==> images/io_placement.png <==
Scale: 3 px per um. Pins as bars across the die edge, other pins in gray.
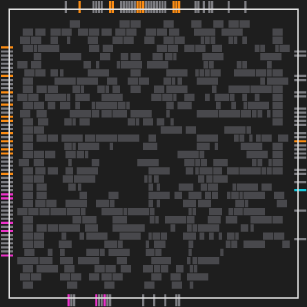
==> images/clocks.png <==
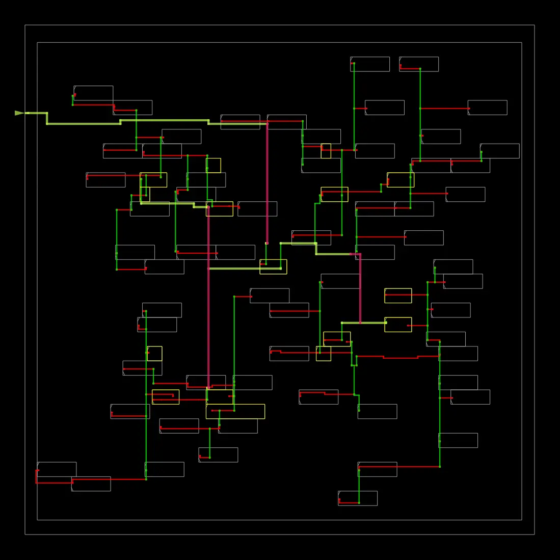
==> images/placement_by_type.png <==
Scale: 4 px per um. Fill, decap, tap and diode cells in gray.
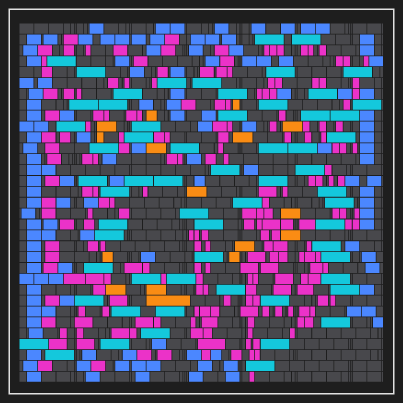
==> images/clk_routes.png <==
Scale: 6 px per um.
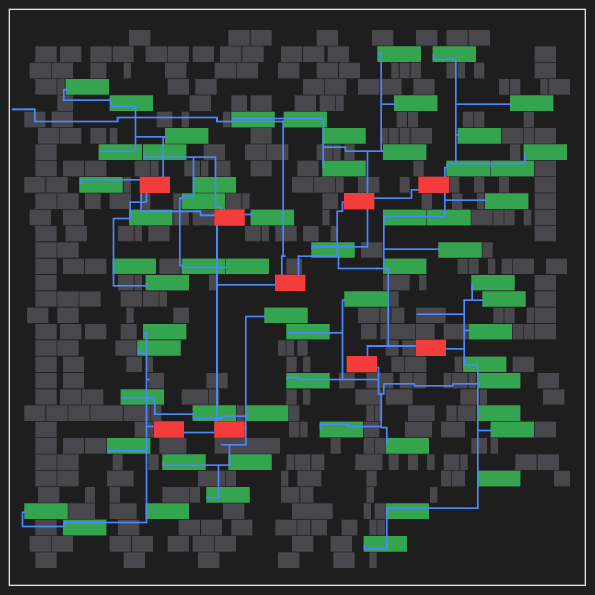
File: src/rtl/sram_arb_pkg.sv
// Shared types and constants for the cartridge SRAM access controller.
package sram_arb_pkg;

  typedef enum logic [1:0] {IDLE, SETUP, STROBE, HOLD} arb_state_e;

  localparam int REQ_SNES = 0;
  localparam int REQ_AVR  = 1;

  localparam int DEF_ADDR_W = 21;
  localparam int DEF_DATA_W = 8;

endpackage

File: src/rtl/sram_rr_pick.sv
// Two-way round-robin chooser: on a tie the requester that was not granted last wins.
module sram_rr_pick
  import sram_arb_pkg::*;
(
  input  logic [1:0] eligible,
  input  logic       last_gnt,
  output logic       gnt_valid,
  output logic       gnt_idx
);

  always_comb begin
    gnt_valid = |eligible;
    gnt_idx   = 1'(REQ_SNES);
    if (&eligible) begin
      gnt_idx = ~last_gnt;
    end else if (eligible[REQ_AVR]) begin
      gnt_idx = 1'(REQ_AVR);
    end
  end

endmodule

File: src/rtl/sram_arbiter.sv
// Shares one asynchronous SRAM between the SNES and AVR requesters with
// round-robin arbitration and a registered setup/strobe/hold strobe sequence.
module sram_arbiter
  import sram_arb_pkg::*;
#(
  parameter int ADDR_W   = DEF_ADDR_W,
  parameter int DATA_W   = DEF_DATA_W,
  parameter int WAIT_CYC = 2
) (
  input  logic              clk,
  input  logic              rst_n,
  input  logic              snes_req,
  input  logic              snes_we,
  input  logic [ADDR_W-1:0] snes_addr,
  input  logic [DATA_W-1:0] snes_wdata,
  output logic              snes_ack,
  output logic [DATA_W-1:0] snes_rdata,
  input  logic              avr_req,
  input  logic              avr_we,
  input  logic [ADDR_W-1:0] avr_addr,
  input  logic [DATA_W-1:0] avr_wdata,
  output logic              avr_ack,
  output logic [DATA_W-1:0] avr_rdata,
  input  logic              avr_excl,
  output logic [ADDR_W-1:0] sram_addr,
  output logic [DATA_W-1:0] sram_dout,
  input  logic [DATA_W-1:0] sram_din,
  output logic              sram_data_oe,
  output logic              sram_ce_n,
  output logic              sram_oe_n,
  output logic              sram_we_n,
  output logic              busy
);

  localparam int CNT_W = $clog2(WAIT_CYC + 1);

  generate
    if (WAIT_CYC < 1) begin : g_bad_wait
      $error("sram_arbiter: WAIT_CYC must be at least 1");
    end
  endgenerate

  arb_state_e        state_q;
  logic [CNT_W-1:0]  cnt_q;
  logic              side_q, we_q, last_gnt_q;
  logic [1:0]        mask_q;
  logic [ADDR_W-1:0] addr_q;
  logic [DATA_W-1:0] dout_q, snes_rdata_q, avr_rdata_q;
  logic              ce_n_q, oe_n_q, we_n_q, data_oe_q;
  logic              snes_ack_q, avr_ack_q, busy_q;

  logic [1:0]        eligible;
  logic              gnt_valid, gnt_idx;
  logic              sel_we;
  logic [ADDR_W-1:0] sel_addr;
  logic [DATA_W-1:0] sel_wdata;

  // The mask keeps a still-high request from being re-granted in the IDLE cycle right after its ack.
  assign eligible[REQ_SNES] = snes_req & ~avr_excl & ~mask_q[REQ_SNES];
  assign eligible[REQ_AVR]  = avr_req & ~mask_q[REQ_AVR];

  sram_rr_pick u_pick (
    .eligible  (eligible),
    .last_gnt  (last_gnt_q),
    .gnt_valid (gnt_valid),
    .gnt_idx   (gnt_idx)
  );

  assign sel_we    = (gnt_idx == 1'(REQ_AVR)) ? avr_we    : snes_we;
  assign sel_addr  = (gnt_idx == 1'(REQ_AVR)) ? avr_addr  : snes_addr;
  assign sel_wdata = (gnt_idx == 1'(REQ_AVR)) ? avr_wdata : snes_wdata;

  always_ff @(posedge clk) begin
    if (!rst_n) begin
      state_q      <= IDLE;
      cnt_q        <= '0;
      side_q       <= 1'(REQ_SNES);
      we_q         <= 1'b0;
      last_gnt_q   <= 1'(REQ_AVR);
      mask_q       <= '0;
      addr_q       <= '0;
      dout_q       <= '0;
      ce_n_q       <= 1'b1;
      oe_n_q       <= 1'b1;
      we_n_q       <= 1'b1;
      data_oe_q    <= 1'b0;
      snes_ack_q   <= 1'b0;
      avr_ack_q    <= 1'b0;
      snes_rdata_q <= '0;
      avr_rdata_q  <= '0;
      busy_q       <= 1'b0;
    end else begin
      unique case (state_q)
        IDLE: begin
          mask_q <= '0;
          if (gnt_valid) begin
            state_q    <= SETUP;
            busy_q     <= 1'b1;
            side_q     <= gnt_idx;
            last_gnt_q <= gnt_idx;
            we_q       <= sel_we;
            addr_q     <= sel_addr;
            data_oe_q  <= sel_we;
            ce_n_q     <= 1'b0;
            if (sel_we) dout_q <= sel_wdata;
          end
        end
        SETUP: begin
          state_q <= STROBE;
          cnt_q   <= CNT_W'(WAIT_CYC - 1);
          oe_n_q  <= we_q;
          we_n_q  <= ~we_q;
        end
        STROBE: begin
          // Read data is sampled on the edge that ends the strobe, while oe_n is still low.
          if (cnt_q == '0) begin
            state_q <= HOLD;
            oe_n_q  <= 1'b1;
            we_n_q  <= 1'b1;
            if (side_q == 1'(REQ_AVR)) begin
              avr_ack_q <= 1'b1;
              if (!we_q) avr_rdata_q <= sram_din;
            end else begin
              snes_ack_q <= 1'b1;
              if (!we_q) snes_rdata_q <= sram_din;
            end
          end else begin
            cnt_q <= cnt_q - CNT_W'(1);
          end
        end
        HOLD: begin
          state_q        <= IDLE;
          busy_q         <= 1'b0;
          snes_ack_q     <= 1'b0;
          avr_ack_q      <= 1'b0;
          ce_n_q         <= 1'b1;
          data_oe_q      <= 1'b0;
          mask_q[side_q] <= 1'b1;
        end
        default: state_q <= IDLE;
      endcase
    end
  end

  assign sram_addr    = addr_q;
  assign sram_dout    = dout_q;
  assign sram_data_oe = data_oe_q;
  assign sram_ce_n    = ce_n_q;
  assign sram_oe_n    = oe_n_q;
  assign sram_we_n    = we_n_q;
  assign snes_ack     = snes_ack_q;
  assign avr_ack      = avr_ack_q;
  assign snes_rdata   = snes_rdata_q;
  assign avr_rdata    = avr_rdata_q;
  assign busy         = busy_q;

endmodule

File: config.mk
export PLATFORM = sky130hd
export DESIGN_NAME = sram_arbiter
export DESIGN_NICKNAME = d
export VERILOG_FILES = /design/src/rtl/sram_arb_pkg.sv /design/src/rtl/sram_rr_pick.sv /design/src/rtl/sram_arbiter.sv
export SDC_FILE = /design/constraint.sdc
export NUM_CORES = 1
export LEC_CHECK = 0
export CAP_MARGIN = 10
export CELL_PAD_IN_SITES_DETAIL_PLACEMENT = 0
export CELL_PAD_IN_SITES_GLOBAL_PLACEMENT = 1
export CORE_MARGIN = 2
export CORE_UTILIZATION = 32
export DETAILED_ROUTE_END_ITERATION = 6
export HOLD_SLACK_MARGIN = 0.05
export PLACE_DENSITY_LB_ADDON = 0.1
export REMOVE_ABC_BUFFERS = 1
export SYNTH_ARGS = -nofsm -noshare
export SYNTH_HDL_FRONTEND = slang
export SYNTH_HIERARCHICAL = 1
export SYNTH_SLANG_ARGS = --single-unit
export TNS_END_PERCENT = 1
File: constraint.sdc
create_clock -name clk -period 4.5 [get_ports clk]
set_input_delay 0.675 -clock clk [delete_from_list [all_inputs] [get_ports clk]]
set_output_delay 0.675 -clock clk [all_outputs]
set_load 0.005 [all_outputs]
==> results.sh <==
# flow metrics
export IMPL_overflow=0
export IMPL_p_comb_mw=0.817
export IMPL_finalClockPeriodUsage=0.5689
export IMPL_grt_pass1_vias=2236
export IMPL_slew_violations=0
export IMPL_setup_tns_ns=0
export IMPL_fmax_mhz=390.6
export IMPL_first_pass_iters=4
export IMPL_grt_pass1_wl_mm=10.56
export IMPL_crit_end="sram_addr[20]"
export IMPL_remaining_drc_errors=0
export IMPL_switching_share=0.3305
export IMPL_place_ws_ns=1.585
export IMPL_status="completed"
export IMPL_end_kind="register"
export IMPL_wl_per_cell_um=12.93
export IMPL_cts_tree="yes"
export IMPL_edf_count=0
export IMPL_tightest_slew_ns=0.7759
export IMPL_netlist_area_sq_um=2695
export IMPL_fill_cells=763
export IMPL_cts_htree_levels=3
export IMPL_vias_per_cell=4.701
export IMPL_drive_gt1_frac=0.08049
export IMPL_reg2reg_from="mask_q[0]"
export IMPL_final_cells=515
export IMPL_hp_class="reg -> reg"
export IMPL_grt_util_all_layers=0.1493
export IMPL_synth_async_sr_flop_share=0
export IMPL_pwr_share_comb=0.396
export IMPL_layout_top_cell="clkdlybuf4s50_1"
export IMPL_io_pins=125
export IMPL_p_seq_mw=0.756
export IMPL_p_leak_nw=1.573
export IMPL_mux_share=0.1253
export IMPL_rsz0062_at_grt="false"
export IMPL_yosysUniqueCellTypes=40
export IMPL_chip_area_sq_um=9172
export IMPL_r2r_end="sram_addr[20]"
export IMPL_powerDensity_nw_per_um2=491.2
export IMPL_adder_share=0.03714
export IMPL_synth_logic_top_family="AND-OR/OR-AND gates"
export IMPL_finalNetCount=486
export IMPL_antenna_cells=0
export IMPL_synth_chip_area_sq_um=2695
export IMPL_hold_buffers=0
export IMPL_ys_cells=289
export IMPL_whs_path_depth=2
export IMPL_dp_hpwl_mm=4.856
export IMPL_fp_util=0.3297
export IMPL_cap_violations=0
export IMPL_netlist_instances=289
export IMPL_crit_arrival_ns=2.79
export IMPL_flop_cell="dfxtp_1"
export IMPL_irDropWorstVdd_v=0.0002215
export IMPL_switching_power_mw=0.6815
export IMPL_whs_endpoint="snes_rdata[3]"
export IMPL_placed_cells=499
export IMPL_cp_max_fo=32
export IMPL_vias=2421
export IMPL_clk_pin_slew_ns=0.07
export IMPL_simple_gate_share=0.1374
export IMPL_seqPwrFrac=0.367
export IMPL_cp_startpoint="snes_req"
export IMPL_crit_path_start_kind="input pin"
export IMPL_gp_congestion=0.7086
export IMPL_power_top_group="combinational cells"
export IMPL_grt_max_degree=40
export IMPL_post_cts_setup_buffer_count=0
export IMPL_cts_root_buf="clkbuf_8"
export IMPL_fin_ws_ns=1.940
export IMPL_warnings=31
export IMPL_wirelength_mm=6.658
export IMPL_r2r_slack_ns=2.40
export IMPL_setup_viol=0
export IMPL_place_area_sq_um=3998
export IMPL_p_int_mw=1.381
-- io_placement.png (at the start) --
[snes_wdata] magenta | pins: 8 | direction: input | edge: 5 left, 3 bottom
[sram_addr] orange | pins: 21 | direction: output | edge: 11 left, 9 top, 1 right
[snes_ack] cyan | pins: 1 | direction: output | edge: right
all pins by edge: 52 left, 35 top, 24 right, 14 bottom
DIE HEIGHT: 95.77 um
Die X: 95.77 um
Port Buffers: 124

-- clocks.png (at the start) --
seq_cells: 61
Final Skew: 0.006657 ns
Power Clock: 0.489 mW
Clock Latency Late Sink: 0.33 ns
CTS Sinks: 61

-- placement_by_type.png (at the start) --
[combinational and other logic] magenta | cells: 206
[clock drivers and dummy loads] orange | cells: 16
[other buffers and delay cells] blue | cells: 127
[flops] cyan | cells: 61
cell row count: 33
core area: 8175 sq um
sequential share of cell area: 0.2909
Finished Core Util: 0.5135
post-route cell area: 4198 sq um

-- clk_routes.png (at the start) --
[clock drivers] red | count: 9
[clock wires] blue | length: 858 um
[flip-flops] green | count: 61
flops lie: spread over the die
routed clock nets: 10
Clock power frac: 0.237

-- worst max-delay path, cell delays in order --
cell and delay [ns]:
clkdlybuf4s50_1 0.45, nor3b_1 0.37, or2_1 0.20, and2_2 0.42, buf_4 0.38, nor2_1 0.07, a211oi_1 0.22
-- per-stage QoR --
stage               hold WS, ns  total power [mW]  utilization
floorplan                0.4374             1.206            -
global placement         0.4453             1.585       0.4890
detailed placement       0.4507             1.597       0.4890
CTS                      0.4587             2.094       0.5135
global route             0.4784             2.223       0.5135
finish                   0.4547             2.062       0.5135
-- state kept, by name (all words and copies together), names as in the netlist --
register / cells
avr_rdata: 8
avr_ack: 1
last_gnt_q: 1
cnt_q: 2
sram_ce_n: 1
sram_addr: 21
state_q: 2
sram_data_oe: 1
snes_rdata: 8
sram_dout: 8
busy: 1
mask_q: 2
sram_oe_n: 1
we_q: 1
sram_we_n: 1
snes_ack: 1
side_q: 1
-- cell type report --
class | count | area [sq um] | share of cell area
inverter | 8 | 30.03 | 0.007153
tap | 105 | 131.4 | 0.03130
clock buffer | 10 | 137.6 | 0.03279
timing repair buffer | 127 | 1264 | 0.3010
sequential | 61 | 1221 | 0.2909
clock inverter | 6 | 62.56 | 0.01490
multi-input combinational | 198 | 1351 | 0.3219
-- Yosys cell counts (all sizes together), types with 2 or more instances --
master,count
and2,2
mux2,3
nand2b,2
clkbuf,9
o21ai,20
a211oi,30
nand2,18
dfxtp,61
nand3,17
inv,8
o211ai,2
nor3,2
buf,13
nor2b,5
mux2i,30
nor2,29
ha,8
a21oi,17
-- layer usage --
metal,share of wire,routed length [um],up-vias,GRT usage
met3,0.091,607,7,0.06108
met2,0.44,2910,89,0.2314
met4,0.011,71,0,0.05000
li1,-,-,1269,-
met5,0,0,-,0
met1,0.46,3069,1056,0.1882
Power and IR drop assume default switching activity.
